==> src/rtl/chisq_sched.sv <==
// Round-robin scheduler sharing one chisq_unit between NREQ lanes, with a lane/tag pipeline matched to unit latency.
// Optional CHISQ_SCHED_CUT_EN builds the res_pass <= chi_cut comparator; otherwise res_pass marks every result.
module chisq_sched #(
  parameter int unsigned NREQ          = 4,
  parameter int unsigned PARAMETERBITS = 14,
  parameter int unsigned CHISQBITS     = 32,
  parameter int unsigned TAGBITS       = 8,
  parameter int unsigned ISSUE_GAP     = 3,
  parameter int unsigned LATENCY       = 8
) (
  input  logic                            clock,
  input  logic                            reset,
  input  logic [NREQ-1:0]                 req_valid,
  output logic [NREQ-1:0]                 req_ready,
  input  logic [NREQ*PARAMETERBITS-1:0]   req_chi1,
  input  logic [NREQ*PARAMETERBITS-1:0]   req_chi2,
  input  logic [NREQ*PARAMETERBITS-1:0]   req_chi3,
  input  logic [NREQ*TAGBITS-1:0]         req_tag,
  input  logic [CHISQBITS-1:0]            chi_cut,
  output logic [PARAMETERBITS-1:0]        unit_chi1,
  output logic [PARAMETERBITS-1:0]        unit_chi2,
  output logic [PARAMETERBITS-1:0]        unit_chi3,
  output logic                            unit_dv,
  input  logic [CHISQBITS-1:0]            unit_chisq,
  output logic                            res_valid,
  output logic [$clog2(NREQ)-1:0]         res_src,
  output logic [TAGBITS-1:0]              res_tag,
  output logic [CHISQBITS-1:0]            res_chisq,
  output logic                            res_pass,
  output logic                            busy
);

  localparam int unsigned SW = $clog2(NREQ);
  localparam int unsigned CW = (ISSUE_GAP > 1) ? $clog2(ISSUE_GAP) : 1;

  typedef enum logic {GAP_READY, GAP_WAIT} gap_state_t;

  gap_state_t             gap_state;
  logic [CW-1:0]          gap_cnt;
  logic [SW-1:0]          ptr;
  logic                   grant_any;
  logic [SW-1:0]          grant_idx;
  logic [SW-1:0]          cand;
  logic [SW-1:0]          next_ptr;
  logic [LATENCY-1:0]     pipe_v;
  logic [SW-1:0]          pipe_src [LATENCY];
  logic [TAGBITS-1:0]     pipe_tag [LATENCY];

  // First valid lane at or after ptr, searched upward modulo NREQ.
  always_comb begin
    grant_any = 1'b0;
    grant_idx = '0;
    cand      = '0;
    req_ready = '0;
    if (!reset && gap_state == GAP_READY) begin
      for (int unsigned k = 0; k < NREQ; k++) begin
        cand = SW'((32'(ptr) + k) % NREQ);
        if (!grant_any && req_valid[cand]) begin
          grant_any = 1'b1;
          grant_idx = cand;
        end
      end
    end
    if (grant_any) req_ready[grant_idx] = 1'b1;
  end

  assign next_ptr = (grant_idx == SW'(NREQ - 1)) ? '0 : grant_idx + 1'b1;
  assign busy     = (gap_state == GAP_WAIT) || (|pipe_v);

  always_ff @(posedge clock) begin
    if (reset) begin
      gap_state <= GAP_READY;
      gap_cnt   <= '0;
      ptr       <= '0;
      unit_dv   <= 1'b0;
      unit_chi1 <= '0;
      unit_chi2 <= '0;
      unit_chi3 <= '0;
      pipe_v    <= '0;
      res_valid <= 1'b0;
      res_src   <= '0;
      res_tag   <= '0;
      res_chisq <= '0;
      res_pass  <= 1'b0;
    end else begin
      unit_dv <= grant_any;
      if (grant_any) begin
        unit_chi1 <= req_chi1[grant_idx*PARAMETERBITS +: PARAMETERBITS];
        unit_chi2 <= req_chi2[grant_idx*PARAMETERBITS +: PARAMETERBITS];
        unit_chi3 <= req_chi3[grant_idx*PARAMETERBITS +: PARAMETERBITS];
        ptr       <= next_ptr;
      end

      case (gap_state)
        GAP_READY: begin
          if (grant_any && ISSUE_GAP > 1) begin
            gap_cnt   <= CW'(ISSUE_GAP - 1);
            gap_state <= GAP_WAIT;
          end
        end
        GAP_WAIT: begin
          gap_cnt <= gap_cnt - 1'b1;
          if (gap_cnt == CW'(1)) gap_state <= GAP_READY;
        end
        default: gap_state <= GAP_READY;
      endcase

      // LATENCY shift stages plus the result register; unit_chisq is sampled the cycle before res_valid.
      pipe_v[0]   <= grant_any;
      pipe_src[0] <= grant_idx;
      pipe_tag[0] <= req_tag[grant_idx*TAGBITS +: TAGBITS];
      for (int unsigned i = 1; i < LATENCY; i++) begin
        pipe_v[i]   <= pipe_v[i-1];
        pipe_src[i] <= pipe_src[i-1];
        pipe_tag[i] <= pipe_tag[i-1];
      end

      res_valid <= pipe_v[LATENCY-1];
      if (pipe_v[LATENCY-1]) begin
        res_src   <= pipe_src[LATENCY-1];
        res_tag   <= pipe_tag[LATENCY-1];
        res_chisq <= unit_chisq;
      end
`ifdef CHISQ_SCHED_CUT_EN
      res_pass <= pipe_v[LATENCY-1] && (unit_chisq <= chi_cut);
`else
      res_pass <= pipe_v[LATENCY-1];
`endif
    end
  end

`ifndef CHISQ_SCHED_CUT_EN
  logic unused_cut;
  assign unused_cut = ^chi_cut;
`endif

endmodule

==> config.mk <==
export PLATFORM = sky130hd
export DESIGN_NAME = chisq_sched
export DESIGN_NICKNAME = d
export VERILOG_FILES = /design/src/rtl/chisq_sched.sv
export SDC_FILE = /design/constraint.sdc
export NUM_CORES = 1
export LEC_CHECK = 0
export ABC_AREA = 1
export CAP_MARGIN = 5
export CORE_AREA = 2 2 142 144
export CTS_CLUSTER_DIAMETER = 200
export DETAILED_ROUTE_END_ITERATION = 10
export DIE_AREA = 0 0 144 146
export PLACE_DENSITY_LB_ADDON = 0.12
export SLEW_MARGIN = 20
export SYNTH_ARGS = -nofsm -noshare
export SYNTH_HDL_FRONTEND = slang
export SYNTH_SLANG_ARGS = --single-unit
==> constraint.sdc <==
create_clock -name clock -period 10.6 [get_ports clock]
set_clock_uncertainty 0.05 [all_clocks]
set_input_delay 2.12 -clock clock [delete_from_list [all_inputs] [get_ports clock]]
set_output_delay 2.12 -clock clock [all_outputs]
set_load 0.01 [all_outputs]
run_1/congestion_map.png
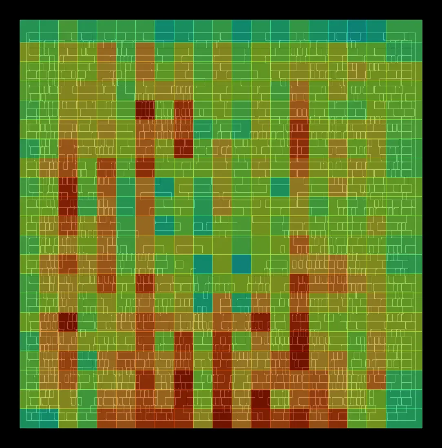
gr usage total: 0.230
WL/cell: 14.8 um
met3 Use GR: 0.0763
M1 GR Usage: 0.275

run_1/m2.png
(3 px per um) Cells faint in the background.
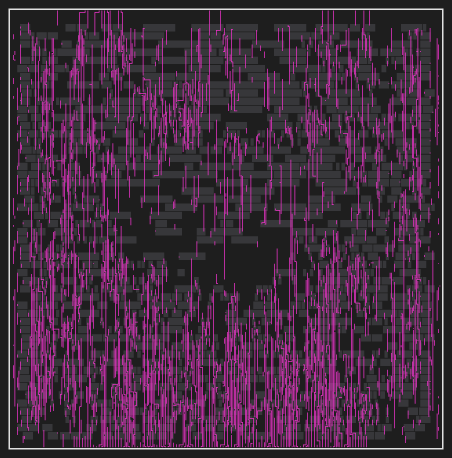
longest straight run: 58.8 um
main direction: vertical
share of all routed wire: 47%
nets with wire on the layer: 1148

==> results.toml, run 1 <==
# yosys + openroad results
[run_status]
status = "finished clean"

[finish]
drive_above_1_share = 0.0402
lay_top_count = "nand2_1"
synthToLayoutAreaGrowth_pct = 45.9
num-fill-cells = 1719
comb_area_mm2 = 0.00319
flop_area_mm2 = 0.00436
final_area_mm2 = 0.0122
insertedDiodeCount = 0
nets = 1627
utilization = 0.631
layout_top_cells = "nand2_1 (352), clkdlybuf4s50_1 (329), inv_1 (109), dfxtp_1 (98), nand3_1 (97)"

[yosys]
netlist_top_cells_count = "nand2_1 (354), inv_1 (109), dfxtp_1 (98)"
ys_ff = 178
async_reset_ff_frac = 0
yosys.area.top_type = "edfxtp_1"
avgSynthCellArea_um2 = 7.77
synth_top_cell_by_count = "nand2_1"
synthesis.nets = 1349
synth_cell_type_count = 28
ys_seq_share = 0.522
yosysTopAreaCellShare = 0.287
yosysChipArea_mm2 = 0.00837
ys_cells = 1077
netlist_instances = 1077
yosysWarnings = 0
top_cells_by_area = "edfxtp_1 (29%), dfxtp_1 (23%), nand2_1 (16%)"
edf_count = 80
flop_cell = "dfxtp_1"
netlist_area_mm2 = 0.00837

[drt]
wl_met1_um = 9950
vias = 7928
drt_wl_total_um = 24200
drtAntennaViolNets = 0
drc = 0
first_iter_violations = 404
firstDrtPassIters = 5
routed.top_layer = "met4"
viasPerCell = 4.85
met3_length_um = 2250
wl_met2_um = 11300

[worst_setup_path]
r2r-end = "ptr[1]"
cp.depth = 6
path_class = "primary input to primary output"
crit_end = "req_ready[1]"
crit_chain = "clkdlybuf4s50_1 -> nor2_4 -> nand3_4 -> inv_2 -> nor2_1 -> clkdlybuf4s50_1"
rrSetupSlack_ps = 6800
crit_fanout = 54
path_delay_family = "buffers and inverters"
reg2reg_from = "ptr[0]"
startpoint_type = "primary input"
crit_path_start = "reset"
worst_path_max_delay_cell = "inv_2"
reg2reg_depth = 14
slowest_delay_ps = 960
end_kind = "primary output"
worstPathArrival_ps = 6210
required_ps = 8430
cp.buffers_inverters = 3
path_common_cell = "clkdlybuf4s50_1"

[grt]
grt-busiest-layer = "met2"
met2_usage = 0.377
grt_pass1_wl_um = 38300
grt-ovfl-total = 0
grt_pass1_vias = 7622
grt_max_degree = 106
grt_antenna_before_repair = 0

[sta]
setup_violations = 0
fmax_mhz = 119
worstMarginPinSlew_ps = 1010
tns_ps = 0
rsz0062_at_grt = "false"
slew_viol_final = 0
hold_viol_final = 0
fin_crit_ps = 8380
timing.final.crit_share = 0.791
slew_headroom = 0.323

[floorplanning]
die_w_um = 144
die_h_um = 146
io_pins = 362
initCoreUtil = 0.433
die-area_mm2 = 0.0210
coreArea_mm2 = 0.0193
rows = 51

[clock_tree]
cts_resized = 0
path_clk_slew_ps = 60
numClockSinks = 178
cts_buffers = 17
cts_tree = "yes"
cts_setup_buffers = 0
clkLatencyLatePin_ps = 420
cts_buffer_depth = 2
htree_levels = 4
cts_root_buffer = "clkbuf_16"
cts_hold_buf = 0

[worst_hold_path]
hold_start = "pipe_tag[5][1]"
hold_path.class = "flop to flop"
whs_endpoint = "pipe_tag[6][1]"
hold_depth = 0

[place]
io_buffers = 329
place.gp.congestion = 0.854
postPlaceCellArea_mm2 = 0.0117
dp_hpwl_um = 16100

[power]
p_leak_nw = 5.48
vdd_drop_max_uv = 173
powerDensity_mw_per_mm2 = 210

[job]
warnings = 60
maxCapViolations = 0
run_1/route_heat.png
(2 px per um) 29 x 29 tiles, from dark blue (low) to red (high), scaled to the fullest tile. Values are wire area over tile area, all layers added.
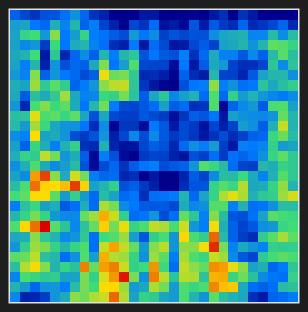
emptiest ninth of the die: centre
mean over tiles: 0.19
fullest tile: 0.55
densest ninth of the die: bottom centre
tiles over half the peak: 22%
nearly empty tiles: 3.2%

-- run 1: flip-flops by register name, summed over array words and instances (netlist names) --
| name | flops |
|---|---|
| res_tag | 8 |
| unit_chi3 | 14 |
| ptr | 2 |
| unit_chi1 | 14 |
| pipe_src | 16 |
| res_src | 2 |
| unit_chi2 | 14 |
| gap_cnt | 2 |
| pipe_tag | 64 |
| res_pass | 1 |
| pipe_v | 8 |
| gap_state | 1 |
| res_chisq | 32 |
-- run 1: cell type report --
type                       instances  share of cell area
multi-input combinational        706               0.262
clock inverter                    14             0.00820
clock buffer                      18              0.0352
inverter                         116              0.0362
sequential                       178               0.358
timing repair buffer             336               0.274
tap                              265              0.0272
-- run 1: metrics by stage --
| stage | instances | worst slack [ps] | hold WS [ps] | total power, mW |
|---|---|---|---|---|
| 5_1_grt | 1633 | 1900 | 371 | 2.74 |
| 3_3_place_gp | 1601 | 2220 | 351 | 2.00 |
| 6_report | 1633 | 2220 | 364 | 2.56 |
| 4_1_cts | 1633 | 2200 | 365 | 2.59 |
| 2_1_floorplan | 1077 | 5000 | 350 | 1.59 |
| 3_5_place_dp | 1601 | 2210 | 355 | 2.01 |
-- run 1: where the power goes --
part | total (mW) | switching [mW] | internal [mW]
sequential | 0.931 | 0.0667 | 0.864
combinational | 1.07 | 0.639 | 0.426
clock | 0.565 | 0.264 | 0.302
total | 2.56 | 0.970 | 1.59
-- run 1: kinds of logic (layout without fill, tap and decap cells) --
| group | after synthesis | in the layout | share of synthesized area |
|---|---|---|---|
| AND/OR/NAND/NOR | 645 | 645 | 0.338 |
| buffers and inverters | 193 | 484 | 0.0991 |
| flip-flops | 178 | 178 | 0.522 |
| AND-OR/OR-AND | 59 | 59 | 0.0387 |
| adder cells (fa/ha/maj) | 2 | 2 | 0.00299 |
run_1/pinout.png
(3 px per um) Pins as bars across the die edge, other pins in grey.
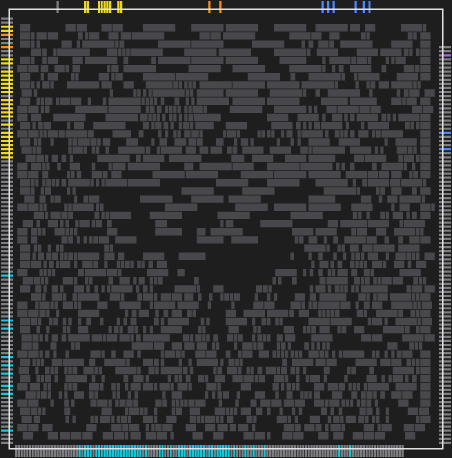

==> run 1 -> run 2 <==
Settings changed: CORE_AREA 2 2 142 144 to default, CORE_MARGIN from default to 2, CORE_UTILIZATION from default to 39, DIE_AREA 0 0 144 146 to default.
Clock period 10.6 ns to 7.46 ns, I/O delays scaled along.
run_2/pinout.png
(3 px per um) Pins as bars across the die edge, other pins in grey.
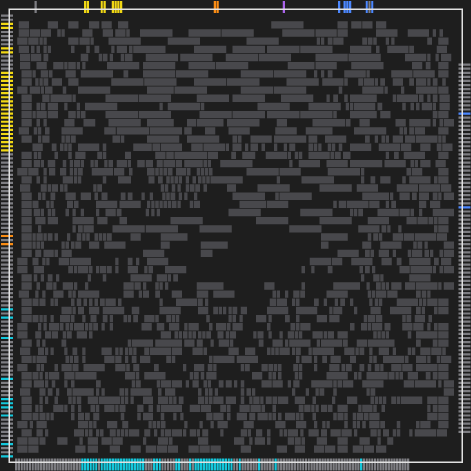
[cyan] req_chi2 | pins: 56 | direction: input | edge: 46 bottom, 10 left
[orange] req_valid | pins: 4 | direction: input | edge: 2 left, 2 top
[blue] res_tag | pins: 8 | direction: output | edge: 6 top, 2 right
[purple] unit_dv | pins: 1 | direction: output | edge: top
[yellow] req_tag | pins: 32 | direction: input | edge: 24 left, 8 top

run_2/m2.png
(3 px per um) Cells faint in the background.
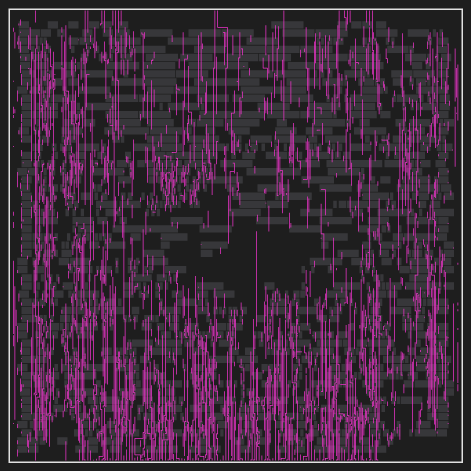
nets with wire on the layer: 1175
main direction: vertical
wire length on this layer: 11100 um
share of all routed wire: 46%
longest straight run: 51.0 um

==> run 2 against run 1 <==
  * Core utilization decreased by 4.7 points
  * Power rose by 44%
  * Via count up 0.28%
  * Non-clock buffer count grew 4
  * Sequential power is 42% higher
  * Combinational power grew 41%
  * Setup slack worse by 650 ps
  * First-iteration DRC count grew 25%
  * Global-route usage decreased by 1.4 points
  * Area after synthesis did not move
  * Routed wire length is 0.53% higher
  * Synthesized cell count unchanged
  * Critical endpoint is now req_ready[2]
  * Largest cell class unchanged
  * Highest routed layer unchanged
==> results.toml, run 2 <==
# yosys + openroad results
[run_status]
status = "finished clean"

[floorplanning]
die-area_mm2 = 0.0226
rows = 53
die_w_um = 150
initCoreUtil = 0.398
io_pins = 362

[yosys]
flop_cell = "dfxtp_1"
yosysTopAreaCellShare = 0.287
synthesis.nets = 1349
async_reset_ff_frac = 0
yosysWarnings = 0
netlist_top_cells_count = "nand2_1 (354), inv_1 (109), dfxtp_1 (98)"
top_cells_by_area = "edfxtp_1 (29%), dfxtp_1 (23%), nand2_1 (16%)"
ys_cells = 1077
netlist_instances = 1077
synth_top_cell_by_count = "nand2_1"
avgSynthCellArea_um2 = 7.77

[finish]
utilization = 0.584
layout_top_cells = "nand2_1 (352), clkdlybuf4s50_1 (329), inv_1 (109), dfxtp_1 (98), nand3_1 (97)"
largest_reg_flops = 64
final_area_mm2 = 0.0123
regMostFlops = "pipe_tag"
num-fill-cells = 1951

[sta]
hold_viol_final = 0
setup_violations = 0
slew_headroom = 0.365
fin_crit_ps = 5890
timing.final.crit_share = 0.790
rsz0062_at_grt = "false"
slew_viol_final = 0
worst_slack_ps = 1570
fmax_mhz = 170
worstMarginPinSlew_ps = 952

[drt]
wl_met1_um = 10100
post_drt_wl_per_cell_um = 14.8
drt_wl_total_um = 24400
drc = 0
drtAntennaViolNets = 0
first_iter_violations = 505
met3_length_um = 2370
viasPerCell = 4.82

[grt]
grtUsageTotal = 0.216
grt-ovfl-total = 0
grt_antenna_before_repair = 1
grt_pass1_vias = 7564

[worst_setup_path]
cp.buffers_inverters = 3
r2r-end = "unit_chi3[2]"
rrSetupSlack_ps = 4160
required_ps = 5920
worstPathArrival_ps = 4350
startpoint_type = "primary input"
crit_fanout = 54
reg2reg_depth = 13
crit_chain = "clkdlybuf4s50_1 -> inv_1 -> nand2_1 -> nand3_1 -> nand2_1 -> nor2_4 -> nand3_2 -> nand3_2 -> nand3_4 -> nor2_4 -> clkdlybuf4s50_1"

[clock_tree]
cts_resized = 0
cts_buffers = 17
cts_buffer_depth = 2
cts_root_buffer = "clkbuf_16"
numClockSinks = 178
cts_setup_buffers = 0
cts_hold_buf = 0

[worst_hold_path]
hold_depth = 0
hold_start = "pipe_tag[3][4]"
whs_endpoint = "pipe_tag[4][4]"
hold_path.class = "flop to flop"

[power]
p_int_mw = 2.30
vdd_drop_max_uv = 389
p_leak_nw = 5.51
powerDensity_mw_per_mm2 = 300
p_switching_mw = 1.38
power.sequential.fraction = 0.358

[place]
place.gp.congestion = 0.868
postPlaceCellArea_mm2 = 0.0117

[job]
warnings = 60
run_2/route_heat.png
(2 px per um) 30 x 30 tiles, from dark blue (low) to red (high), scaled to the fullest tile. Values are wire area over tile area, all layers added.
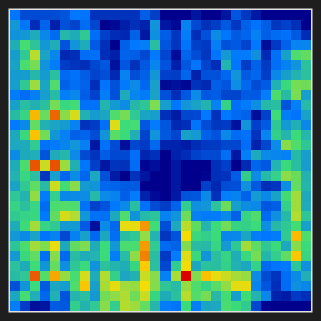
nearly empty tiles: 4.4%
densest ninth of the die: bottom centre
fullest tile: 0.58
mean over tiles: 0.18
tiles over half the peak: 16%

run 2: metal layers:
layer	global-route usage	up-vias
met5	0	-
li1	-	4067
met2	0.357	317
met3	0.0718	40
met1	0.259	3526
met4	0.0877	0
run 2: cell families after synthesis:
kind of cell / Yosys count / synth area share
compound gates: 59 / 0.0387
fa+ha+maj: 2 / 0.00299
buf+inv: 193 / 0.0991
flops: 178 / 0.522
simple gates: 645 / 0.338
run 2: area by class of cell:
type                    count  area, um2  share of cell area
flip-flops and latches    178       4360               0.355
repair buffers            340       3380               0.275
multi-input cells         706       3190               0.260
inverters                 116        440              0.0359
clock buffers              20        437              0.0356
well taps                 275        344              0.0280
clock inverters            12        124              0.0101
diodes                      1       2.50            0.000204
run 2: how the worst max path moves through the flow:
stage	depth (start not counted)	endpoint	from
floorplan	4	gap_cnt[1]	reset
global placement	11	req_ready[2]	req_valid[1]
detailed placement	11	req_ready[2]	req_valid[1]
CTS	11	req_ready[2]	req_valid[1]
global route	11	req_ready[2]	req_valid[1]
finish	11	req_ready[2]	req_valid[1]
run 2: metrics by stage:
stage / hold slack, ps / std cells / total power [mW]
after floorplan: 350 / 1077 / 2.26
after global placement: 351 / 1615 / 2.84
after detailed placement: 355 / 1615 / 2.86
after CTS: 364 / 1647 / 3.72
after global routing: 368 / 1648 / 3.93
final: 364 / 1648 / 3.69
run 2: power groups by stage:
| stage | Clock [mW] | Sequential, mW | Combinational, mW |
|---|---|---|---|
| floorplan | 0 | 1.38 | 0.878 |
| global placement | 0 | 1.33 | 1.51 |
| detailed placement | 0 | 1.34 | 1.52 |
| CTS | 0.877 | 1.32 | 1.52 |
| global route | 0.917 | 1.34 | 1.67 |
| finish | 0.854 | 1.32 | 1.51 |
Power and IR drop assume default switching activity.
